<file path="src/rtl/spi_pkg.sv">
`timescale 1ns/1ps
// spi_pkg
// Shared types for the parameterised SPI slave:
//   state_t    - frame FSM states (IDLE, LOAD, SHIFT)
//   spi_mode_t - SPI clock mode captured at the start of each frame
package spi_pkg;

    typedef enum logic [1:0] {
        IDLE  = 2'd0,
        LOAD  = 2'd1,
        SHIFT = 2'd2
    } state_t;

    typedef struct packed {
        logic cpol;
        logic cpha;
    } spi_mode_t;

endpackage

</file>
<file path="src/rtl/spi_sync_edge.sv">
`timescale 1ns/1ps
// spi_sync_edge
// Multi-flop synchroniser for one asynchronous input, followed by
// rising/falling edge detection on the synchronised value.
// Ports:
//   clk  - system clock
//   rst  - asynchronous active-low reset (all flops go to RESET_VAL)
//   din  - asynchronous input
//   sync - synchronised input (SYNC_STAGES flops after din)
//   rise - one-cycle pulse when sync goes 0->1
//   fall - one-cycle pulse when sync goes 1->0
module spi_sync_edge #(
    parameter int   SYNC_STAGES = 2,
    parameter logic RESET_VAL   = 1'b0
) (
    input  logic clk,
    input  logic rst,
    input  logic din,
    output logic sync,
    output logic rise,
    output logic fall
);

    logic [SYNC_STAGES-1:0] stage_reg;
    logic                   prev_reg;

    always_ff @(posedge clk or negedge rst) begin
        if (!rst) begin
            stage_reg[0] <= RESET_VAL;
        end else begin
            stage_reg[0] <= din;
        end
    end

    genvar gi;
    generate
        for (gi = 1; gi < SYNC_STAGES; gi++) begin : g_stage
            always_ff @(posedge clk or negedge rst) begin
                if (!rst) begin
                    stage_reg[gi] <= RESET_VAL;
                end else begin
                    stage_reg[gi] <= stage_reg[gi-1];
                end
            end
        end
    endgenerate

    // Previous synchronised value, used only for edge detection.
    always_ff @(posedge clk or negedge rst) begin
        if (!rst) begin
            prev_reg <= RESET_VAL;
        end else begin
            prev_reg <= stage_reg[SYNC_STAGES-1];
        end
    end

    assign sync = stage_reg[SYNC_STAGES-1];
    assign rise = sync & ~prev_reg;
    assign fall = ~sync & prev_reg;

endmodule

</file>
<file path="src/rtl/spi_slave_param.sv">
`timescale 1ns/1ps
// spi_slave_param
// SPI slave, all four CPOL/CPHA modes, parameterised word width and bit
// order. SPI inputs are oversampled by clk (at least 4x sclk).
// Ports:
//   clk, rst            - system clock, asynchronous active-low reset
//   cfg_cpol, cfg_cpha  - SPI mode, captured at the start of each frame
//   sclk, ss_n, mosi    - SPI bus inputs (asynchronous)
//   miso, miso_oe       - SPI bus output and its enable
//   tx_data/valid/ready - one-word transmit holding register, valid/ready
//   rx_data, rx_valid   - last received word, one-cycle update pulse
//   busy                - frame in progress
//   tx_underrun         - pulse when a word starts with no tx word held
module spi_slave_param
    import spi_pkg::*;
#(
    parameter int DATA_WIDTH  = 8,
    parameter int MSB_FIRST   = 1,
    parameter int SYNC_STAGES = 2
) (
    input  logic                  clk,
    input  logic                  rst,
    input  logic                  cfg_cpol,
    input  logic                  cfg_cpha,
    input  logic                  sclk,
    input  logic                  ss_n,
    input  logic                  mosi,
    output logic                  miso,
    output logic                  miso_oe,
    input  logic [DATA_WIDTH-1:0] tx_data,
    input  logic                  tx_valid,
    output logic                  tx_ready,
    output logic [DATA_WIDTH-1:0] rx_data,
    output logic                  rx_valid,
    output logic                  busy,
    output logic                  tx_underrun
);

    localparam int              CNT_W    = $clog2(DATA_WIDTH);
    localparam logic [CNT_W-1:0] LAST_BIT = CNT_W'(DATA_WIDTH - 1);

    // ------------------------------------------------------------------
    // Input synchronisation
    // ------------------------------------------------------------------
    logic sclk_sync, sclk_rise, sclk_fall;
    logic ss_sync, ss_rise, ss_fall;
    logic [SYNC_STAGES-1:0] mosi_stage_reg;
    logic mosi_sync;

    spi_sync_edge #(.SYNC_STAGES(SYNC_STAGES), .RESET_VAL(1'b0)) u_sclk_sync (
        .clk  (clk),
        .rst  (rst),
        .din  (sclk),
        .sync (sclk_sync),
        .rise (sclk_rise),
        .fall (sclk_fall)
    );

    spi_sync_edge #(.SYNC_STAGES(SYNC_STAGES), .RESET_VAL(1'b1)) u_ss_sync (
        .clk  (clk),
        .rst  (rst),
        .din  (ss_n),
        .sync (ss_sync),
        .rise (ss_rise),
        .fall (ss_fall)
    );

    // mosi goes through the same depth as sclk so that data and clock
    // edges stay aligned after synchronisation.
    always_ff @(posedge clk or negedge rst) begin
        if (!rst) begin
            mosi_stage_reg[0] <= 1'b0;
        end else begin
            mosi_stage_reg[0] <= mosi;
        end
    end

    genvar gi;
    generate
        for (gi = 1; gi < SYNC_STAGES; gi++) begin : g_mosi_stage
            always_ff @(posedge clk or negedge rst) begin
                if (!rst) begin
                    mosi_stage_reg[gi] <= 1'b0;
                end else begin
                    mosi_stage_reg[gi] <= mosi_stage_reg[gi-1];
                end
            end
        end
    endgenerate

    assign mosi_sync = mosi_stage_reg[SYNC_STAGES-1];

    // ------------------------------------------------------------------
    // State
    // ------------------------------------------------------------------
    spi_mode_t             mode_reg;
    state_t                state_reg, state_next;
    logic [CNT_W-1:0]      bit_cnt_reg;
    logic [DATA_WIDTH-1:0] tx_shift_reg;
    logic [DATA_WIDTH-2:0] rx_part_reg;   // bits received before the last one
    logic [DATA_WIDTH-1:0] hold_data_reg;
    logic                  hold_full_reg;
    logic [DATA_WIDTH-1:0] rx_data_reg;
    logic                  rx_valid_reg;
    logic                  underrun_reg;

    // ------------------------------------------------------------------
    // Edge classification. After a leading edge sclk sits at the level
    // opposite to CPOL; after a trailing edge it is back at CPOL.
    // ------------------------------------------------------------------
    logic sclk_edge, leading_edge, trailing_edge, sample_edge, shift_edge;
    logic do_sample, word_done, do_shift, load_now, tx_accept;

    assign sclk_edge     = sclk_rise | sclk_fall;
    assign leading_edge  = sclk_edge & (sclk_sync ^ mode_reg.cpol);
    assign trailing_edge = sclk_edge & ~(sclk_sync ^ mode_reg.cpol);
    assign sample_edge   = mode_reg.cpha ? trailing_edge : leading_edge;
    assign shift_edge    = mode_reg.cpha ? leading_edge  : trailing_edge;

    assign do_sample = (state_reg == SHIFT) & sample_edge;
    assign word_done = do_sample & (bit_cnt_reg == LAST_BIT);
    // A shift edge seen while the bit counter is 0 belongs to the start of
    // a word: with CPHA=1 it is the first leading edge, with CPHA=0 it is
    // the trailing edge of the previous word's last bit. Either way the
    // freshly loaded first bit must stay on miso.
    assign do_shift  = (state_reg == SHIFT) & shift_edge & (bit_cnt_reg != '0);
    assign load_now  = (state_reg == LOAD) & ~ss_sync;
    assign tx_accept = tx_valid & ~hold_full_reg;

    // ------------------------------------------------------------------
    // Bit-order dependent data paths
    // ------------------------------------------------------------------
    logic [DATA_WIDTH-1:0] rx_word, tx_advanced;
    logic [DATA_WIDTH-2:0] rx_part_next;
    logic                  tx_bit;

    generate
        if (MSB_FIRST != 0) begin : g_msb_first
            assign rx_word      = {rx_part_reg, mosi_sync};
            assign rx_part_next = {rx_part_reg[DATA_WIDTH-3:0], mosi_sync};
            assign tx_advanced  = {tx_shift_reg[DATA_WIDTH-2:0], 1'b0};
            assign tx_bit       = tx_shift_reg[DATA_WIDTH-1];
        end else begin : g_lsb_first
            assign rx_word      = {mosi_sync, rx_part_reg};
            assign rx_part_next = {mosi_sync, rx_part_reg[DATA_WIDTH-2:1]};
            assign tx_advanced  = {1'b0, tx_shift_reg[DATA_WIDTH-1:1]};
            assign tx_bit       = tx_shift_reg[0];
        end
    endgenerate

    // ------------------------------------------------------------------
    // FSM
    // ------------------------------------------------------------------
    always_ff @(posedge clk or negedge rst) begin
        if (!rst) begin
            state_reg <= IDLE;
        end else begin
            state_reg <= state_next;
        end
    end

    always_comb begin
        state_next = state_reg;
        case (state_reg)
            IDLE:    if (ss_fall) state_next = LOAD;
            LOAD:    state_next = SHIFT;
            SHIFT:   if (word_done) state_next = LOAD;
            default: state_next = IDLE;
        endcase
        if (ss_sync) begin
            state_next = IDLE;
        end
    end

    // ------------------------------------------------------------------
    // Datapath
    // ------------------------------------------------------------------
    always_ff @(posedge clk or negedge rst) begin
        if (!rst) begin
            mode_reg      <= '0;
            bit_cnt_reg   <= '0;
            tx_shift_reg  <= '0;
            rx_part_reg   <= '0;
            hold_data_reg <= '0;
            hold_full_reg <= 1'b0;
            rx_data_reg   <= '0;
            rx_valid_reg  <= 1'b0;
            underrun_reg  <= 1'b0;
        end else begin
            rx_valid_reg <= 1'b0;
            underrun_reg <= 1'b0;

            if (ss_fall) begin
                mode_reg.cpol <= cfg_cpol;
                mode_reg.cpha <= cfg_cpha;
            end

            // Holding register: LOAD drains it (using the old content even
            // if a new word is accepted in the same cycle); when it is empty
            // a new word can be accepted, also during an underrunning LOAD.
            if (load_now && hold_full_reg) begin
                hold_full_reg <= 1'b0;
            end else if (tx_accept) begin
                hold_data_reg <= tx_data;
                hold_full_reg <= 1'b1;
            end

            if (ss_rise) begin
                tx_shift_reg <= '0;
            end else if (load_now) begin
                if (hold_full_reg) begin
                    tx_shift_reg <= hold_data_reg;
                end else begin
                    tx_shift_reg <= '0;
                    underrun_reg <= 1'b1;
                end
            end else if (do_shift) begin
                tx_shift_reg <= tx_advanced;
            end

            // Deselect discards any partial word.
            if (ss_sync) begin
                bit_cnt_reg <= '0;
                rx_part_reg <= '0;
            end else if (do_sample) begin
                if (bit_cnt_reg == LAST_BIT) begin
                    bit_cnt_reg  <= '0;
                    rx_data_reg  <= rx_word;
                    rx_valid_reg <= 1'b1;
                end else begin
                    bit_cnt_reg <= bit_cnt_reg + CNT_W'(1);
                    rx_part_reg <= rx_part_next;
                end
            end
        end
    end

    // ------------------------------------------------------------------
    // Outputs
    // ------------------------------------------------------------------
    assign miso_oe     = ~ss_sync;
    assign miso        = miso_oe & tx_bit;
    assign tx_ready    = ~hold_full_reg;
    assign rx_data     = rx_data_reg;
    assign rx_valid    = rx_valid_reg;
    assign busy        = (state_reg != IDLE);
    assign tx_underrun = underrun_reg;

endmodule
</file>
<file path="config.mk">
export PLATFORM = sky130hd
export DESIGN_NAME = spi_slave_param
export DESIGN_NICKNAME = d
export VERILOG_FILES = /design/src/rtl/spi_pkg.sv /design/src/rtl/spi_sync_edge.sv /design/src/rtl/spi_slave_param.sv
export SDC_FILE = /design/constraint.sdc
export NUM_CORES = 1
export LEC_CHECK = 0
export CORE_ASPECT_RATIO = 0.5
export CORE_MARGIN = 5
export CORE_UTILIZATION = 38
export DETAILED_ROUTE_END_ITERATION = 6
export GPL_TIMING_DRIVEN = 0
export HOLD_SLACK_MARGIN = 0.05
export MAX_ROUTING_LAYER = met4
export PLACE_DENSITY = 0.55
export SYNTH_ARGS = -nofsm -noshare
export SYNTH_HDL_FRONTEND = slang
export SYNTH_SLANG_ARGS = --single-unit
</file>
<file path="constraint.sdc">
create_clock -name clk -period 2.4 [get_ports clk]
set_input_delay 0.72 -clock clk [delete_from_list [all_inputs] [get_ports clk]]
set_output_delay 0.72 -clock clk [all_outputs]
set_load 0.03 [all_outputs]
</file>
==> impl_metrics.yaml, run 1 <==
# generated from flow reports
critical_path:
  end_kind: "output pin"
  timing.rr.end: "rx_data[6]$_DFFE_PN0P_"
  r2r_slack_ps: 570
  cp-start-kind: "register"
  required_ps: 1680
  critPathKind: "register to output pin"
  crit_arrival_ps: 1440
  rr_worst_depth: 5
  cp_max_fo: 9
global_route:
  gr-total-overflow: 0
  grt_pass1_vias: 1479
  antenna_found_initial: 0
  grt_start_max_net_pins: 33
  grt_pass1_wl_microns: 6890
synthesis:
  synth.distinct_cells: 33
  netlist_area_sq_mm: 0.00208
  top_cells_by_area: "dfrtp_1, mux2_2, mux2i_1"
  ys_cells: 167
  ys_area_sq_mm: 0.00208
  yosysMostFrequentCell: "dfrtp_1"
  synthCells: 167
  ys.flop_type: "dfrtp_1"
  ys_seq_share: 0.593
  synth_nets: 186
  ys_sh_simple: 0.147
  synthXorXnorAreaFrac: 0.00784
  ys_sh_adder: 0.0181
  aoi_share: 0.0591
  top_cells_by_count: "dfrtp_1, mux2_2, nand2_1, nor2_1, mux2i_1"
  synth_top_area_share: 0.555
  edf_count: 0
  synth_flops: 49
  ys_sh_mux: 0.148
  avgSynthCellArea_sq_um: 12.4
drt:
  ant_nets: 0
  top_layer_used: "met4"
  wl_met3_microns: 138
  detail_route.vias_per_cell: 4.87
  dr.pass1.iters: 4
  wl_met1_microns: 1790
  wl_met2_microns: 1790
cells_and_area:
  clk_share: 0.0366
  final_cell_mix: "dfrtp_1, clkdlybuf4s50_1, mux2_2"
  final_nets: 223
  comb_area_share: 0.307
  inverters: 5
  sh_seq_area: 0.480
  buf_share: 0.134
  final_common_cell: "dfrtp_1"
  seq_area_sq_mm: 0.00123
  syn_to_final_growth_pct: 23.6
  logic_gate_count: 106
  num_antenna_cells: 0
  clkbuf_count: 5
  combGateArea_sq_um: 788
  buffers: 37
clock_tree:
  cts_htree_levels: 2
  clk_pin_slew_ps: 100
  cts_setup_buffers: 0
  cts_root_buf: "clkbuf_8"
  holdBufCountCts: 0
floorplan:
  core_area_sq_mm: 0.00540
  initial_utilization: 0.385
  die_h_microns: 62.3
  die_width_microns: 115
  die_area_sq_mm: 0.00713
placement:
  place_ws_ps: 172
  place.gp.congestion: 0.749
timing:
  hold_slack_ps: 339
  worst_pin_slew_ps: 489
  hold_viol: 0
  finalCriticalPeriod_ps: 2160
  fin_crit_sh: 0.901
  tns_ps: 0
  slew_headroom: 0.674
  fin_skew_ps: 8.59
  rsz0062_at_grt: "false"
min_path:
  hold_class: "input port to asynchronous set/reset pin"
pwr:
  irDropWorstVdd_v: 0.000400
  power_density_mw_per_mm2: 720
  leakage_nw: 1.15
outcome:
  status: "completed"
## run 1: critical path, stage by stage, from the launching register on
cell           delay (ps)
dfstp_2               550
clkbuf_8              170
inv_1                  70
dlygate4sd2_1         350
## run 1: metrics by stage
| stage | std cells | util | power, mW | area (sq um) |
|---|---|---|---|---|
| floorplan | 167 | - | 1.24 | 2080 |
| global placement | 269 | 0.455 | 1.36 | 2460 |
| detailed placement | 270 | 0.458 | 1.37 | 2470 |
| CTS | 278 | 0.475 | 1.88 | 2560 |
| global route | 278 | 0.475 | 1.96 | 2560 |
| finish | 278 | 0.475 | 1.85 | 2560 |
## run 1: timing repair
| action | CTS | global route |
|---|---|---|
| resized | 3 | 1 |
| cloned | 0 | 0 |
| endpoints found under the setup margin | 3 | 1 |
| endpoints found under the hold margin | 0 | 0 |
## run 1: worst max-delay path by stage
stage / startpoint / to / cells after the start
3_3_place_gp: rst / hold_data_reg[5]$_DFFE_PN0P_ / 1
3_5_place_dp: tx_valid / hold_data_reg[2]$_DFFE_PN0P_ / 4
2_1_floorplan: state_reg[0]$_DFFE_PN0P_ / rx_data[0]$_DFFE_PN0P_ / 5
4_1_cts: state_reg[1]$_DFFE_PN0P_ / busy / 2
6_report: u_ss_sync.sync$_DFF_PN1_ / miso_oe / 3
5_1_grt: hold_full_reg$_DFFE_PN0P_ / tx_ready / 3
## run 1: report_power, final
| group | switching, mW | leakage [nW] | internal [mW] |
|---|---|---|---|
| clock network | 0.297 | 0.0447 | 0.211 |
| registers | 0.0651 | 0.631 | 0.940 |
| logic | 0.164 | 0.476 | 0.170 |
## run 1: layer usage
metal / track usage / vias up
met4: 0.0533 / 0
met2: 0.192 / 20
li1: - / 655
met3: 0.0378 / 8
met1: 0.155 / 670
met5: - / -
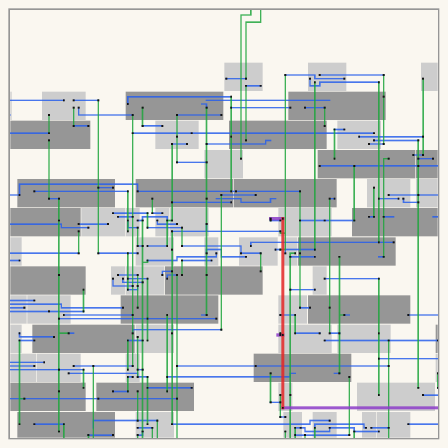
**Above:** run 1 (zoomed window).
Region (9, 22) to (49, 62) microns. Cells in gray, sequential cells in the stronger gray; small squares are vias.
- blue: met1
- purple: met3
- green: met2
- red: met4
- netlist names of flops here include: `rx_data` (8), `rx_part_reg` (6)
- sequential cells in the window: 20
- cells with their middle in the window: 55
- most frequent: dfrtp_1 (17)

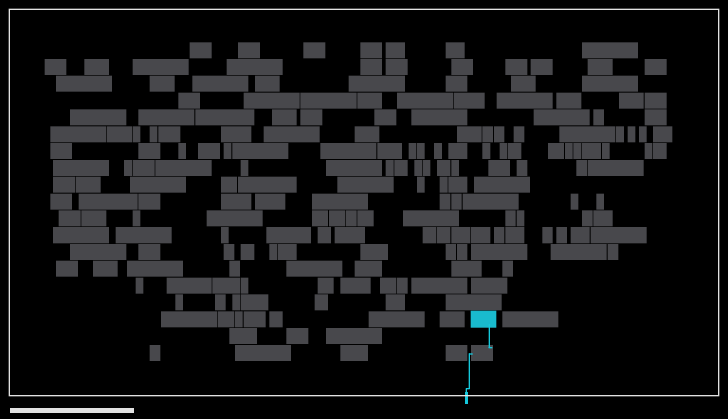
**Above:** run 1 (I/O nets highlighted).
The bar under the picture is 20 microns long.
- cyan: `cfg_cpha` (bits 1; direction input; edge bottom; end cells 1; wire 11.4 microns)
IO Pins: 30
port bufs: 29

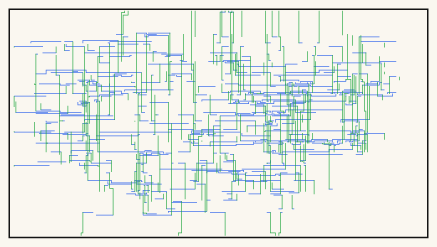
**Above:** run 1 (routed metal, one color a layer).
Two of the layers only.
- green: met2 (wire length 1790 microns)
- blue: met1 (wire length 1790 microns)
Via Count: 1353
final WL: 3800 microns
GRT Total Usage: 0.126
DR WL/cell: 13.7 microns

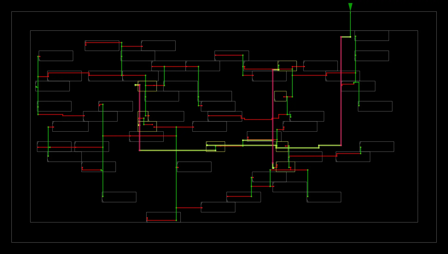
**Above:** run 1 (clock nets).
Clk. pwr: 508 uW
Late-Pin Clk Latency: 310 ps
# clock sinks: 49

**Run 1: where the registers sit**

The bar under the picture is 20 microns long. Other sequential cells in the stronger gray, the rest of the logic in the fainter gray.
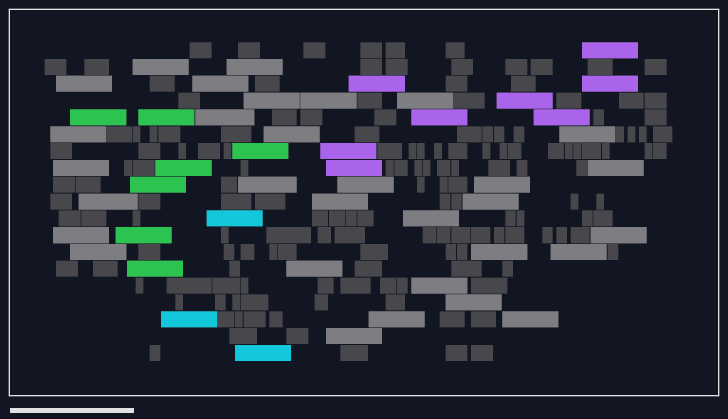

==> run 1 -> run 2 <==
--- a/config.mk
+++ b/config.mk
@@ -7,12 +7,12 @@
 export LEC_CHECK = 0
 export CORE_ASPECT_RATIO = 0.5
 export CORE_MARGIN = 5
-export CORE_UTILIZATION = 38
+export CORE_UTILIZATION = 53
 export DETAILED_ROUTE_END_ITERATION = 6
 export GPL_TIMING_DRIVEN = 0
 export HOLD_SLACK_MARGIN = 0.05
 export MAX_ROUTING_LAYER = met4
-export PLACE_DENSITY = 0.55
+export PLACE_DENSITY = 0.74
 export SYNTH_ARGS = -nofsm -noshare
 export SYNTH_HDL_FRONTEND = slang
 export SYNTH_SLANG_ARGS = --single-unit
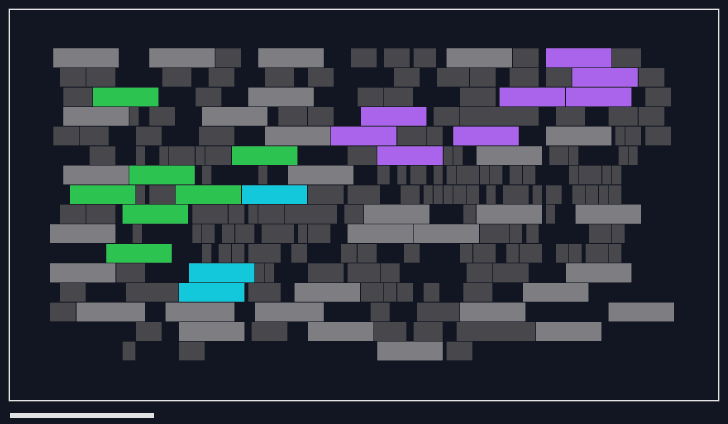
**Above:** run 2 (where the registers sit).
The bar under the picture is 20 microns long. Other sequential cells in the stronger gray, the rest of the logic in the fainter gray.
- green: `rx_part_reg` (sequential cells 7; where left middle)
- cyan: `bit_cnt_reg` (sequential cells 3)
- purple: `hold_data_reg` (sequential cells 8)
- not colored: 31
power in sequential cells: 1.02 mW
fraction of area in registers: 0.476
storage element area: 0.00123 sq mm

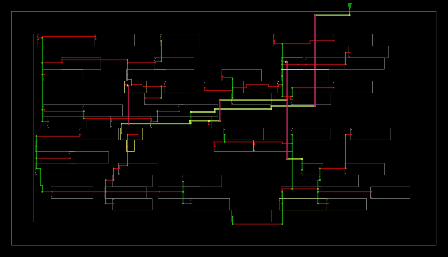
**Above:** run 2 (clock nets).
total CTS buffers: 5
num sequential: 49
number of clock buffers in the layout: 5

==> impl_metrics.yaml, run 2 <==
# generated from flow reports
outcome:
  status: "completed"
synthesis:
  synth_top_area_share: 0.555
  top_cells_by_area: "dfrtp_1, mux2_2, mux2i_1"
  synthCells: 167
  synth_nets: 186
  edf_count: 0
  synthArstFlopShare: 1.00
  ys_seq_share: 0.593
  ys.flop_type: "dfrtp_1"
  ys_cells: 167
  synth_flops: 49
  avgSynthCellArea_sq_um: 12.4
  top_area_cell: "dfrtp_1"
  netlist_area_sq_mm: 0.00208
  yosysMostFrequentCell: "dfrtp_1"
  yosys_warnings: 0
  ys_area_sq_mm: 0.00208
  top_cells_by_count: "dfrtp_1, mux2_2, nand2_1, nor2_1, mux2i_1"
  synth.distinct_cells: 33
global_route:
  gr-total-overflow: 0
  gr-usage-all-layers: 0.156
  grt_pass1_vias: 1334
  antenna_found_initial: 0
  grt_start_max_net_pins: 32
  grt_pass1_wl_microns: 6220
  top_usage_layer: "met2"
  grt_use_met1: 0.202
  met3_usage: 0.0471
  met2_usage: 0.238
cells_and_area:
  final_cell_mix: "dfrtp_1, clkdlybuf4s50_1, mux2_2"
  fin_util: 0.672
  final_nets: 222
  syn_to_final_growth_pct: 24.4
  num_antenna_cells: 0
  final_common_cell: "dfrtp_1"
  drive_above_1_share: 0.206
drt:
  wl_met3_microns: 163
  detail_route.vias_per_cell: 5.19
  ant_nets: 0
  wl_microns: 3650
  dr.pass1.iters: 5
  wl_met2_microns: 1620
  drc_errors: 0
  drt_iter0_drc: 67
  wl_met1_microns: 1810
  vias: 1340
  top_layer_used: "met4"
  drt-wirelength-per-cell_microns: 14.2
floorplan:
  die_area_sq_mm: 0.00534
  ios: 30
  initial_utilization: 0.540
  die_width_microns: 98.5
  rows: 16
  core_area_sq_mm: 0.00384
  die_h_microns: 54.3
critical_path:
  required_ps: 1680
  worst_r2r_startpoint: "state_reg[0]$_DFFE_PN0P_"
  rr_worst_depth: 5
  cp_slowest_cell: "clkdlybuf4s50_1"
  r2r_slack_ps: 560
  timing.rr.end: "rx_data[7]$_DFFE_PN0P_"
  cp-start-kind: "register"
  critPathKind: "register to output pin"
  critical_path.cell_chain: "inv_1 -> clkdlybuf4s50_1"
  crit_arrival_ps: 1560
  end_kind: "output pin"
  worst-path-buf-inv: 2
  max_stage_delay_ps: 670
  cp_max_fo: 12
  crit_family: "buffers and inverters"
clock_tree:
  clk_pin_slew_ps: 90
  clk_path_buf_depth: 2
  cts_tree: "done"
  cts_htree_levels: 2
  cts_root_buf: "clkbuf_8"
  ctsResizeCount: 1
  cts_setup_buffers: 0
  worstSkewPairLatency_ps: 300
  cts.sinks: 49
  holdBufCountCts: 0
placement:
  dp_hpwl_microns: 2590
  place.gp.congestion: 0.785
  io_buffers: 29
timing:
  hold_viol: 0
  max_freq_mhz: 439
  worst_pin_slew_ps: 514
  slew_headroom: 0.657
  finalCriticalPeriod_ps: 2280
  fin_crit_sh: 0.950
  fin_skew_ps: 9.60
  report.final.setup_viol: 0
  drv_slew: 0
  tns_ps: 0
  rsz0062_at_grt: "false"
pwr:
  pwr-share-comb: 0.157
  leakage_nw: 1.18
  power_mw: 2.02
  p_sw_frac: 0.246
  switchingPower_uw: 498
  p_clk_frac: 0.338
  irDropWorstVdd_v: 0.000414
  power_density_mw_per_mm2: 784
  internal-power_mw: 1.53
  seq_power_share: 0.505
flow_run:
  warnings: 27
  maxCapViolCount: 0
min_path:
  hold_class: "input port to asynchronous set/reset pin"
## run 2: kinds of logic after synthesis
kind of cell	synth area share
compound gates	0.0591
xor+xnor	0.00784
fa+ha+maj	0.0181
buf+inv	0.0277
flops	0.593
mux	0.148
simple gates	0.147
## run 2: cell type report
class	instances	area, sq um
fillers	293	1260
flip-flops and latches	49	1230
multi-input cells	106	788
repair buffers	30	309
clock buffers	5	68.8
well taps	54	67.6
clock inverters	3	65.1
plain buffers	6	35.0
inverters	5	18.8
## run 2: how the worst max path moves through the flow
stage | slack [ps] | start | endpoint | cells after the start
after floorplan | 720 | state_reg[0]$_DFFE_PN0P_ | rx_data[0]$_DFFE_PN0P_ | 5
after global placement | -760 | rst | hold_data_reg[4]$_DFFE_PN0P_ | 1
after detailed placement | 160 | tx_valid | hold_data_reg[7]$_DFFE_PN0P_ | 4
after global routing | 60 | hold_full_reg$_DFFE_PN0P_ | tx_ready | 2
final | 120 | hold_full_reg$_DFFE_PN0P_ | tx_ready | 2
after CTS | 9 | hold_full_reg$_DFFE_PN0P_ | tx_ready | 3
## run 2: metrics by stage
stage               setup WS [ps]  instance area [sq um]  instances  hold WS (ps)
global route                 62.1                   2580        258           368
floorplan                     717                   2080        167           331
CTS                          8.50                   2580        259           359
finish                        121                   2580        258           352
detailed placement            163                   2450        251           337
global placement             -756                   2430        250           333
## run 2: power groups by stage
| stage | clock (mW) | combinational (mW) | sequential, mW |
|---|---|---|---|
| after floorplan | 0 | 0.239 | 1.00 |
| after CTS | 0.697 | 0.344 | 1.01 |
| after global routing | 0.738 | 0.354 | 1.04 |
| after detailed placement | 0 | 0.344 | 1.02 |
| after global placement | 0 | 0.331 | 1.02 |
| final | 0.685 | 0.318 | 1.02 |
Power is estimated from default activity; no workload was simulated.
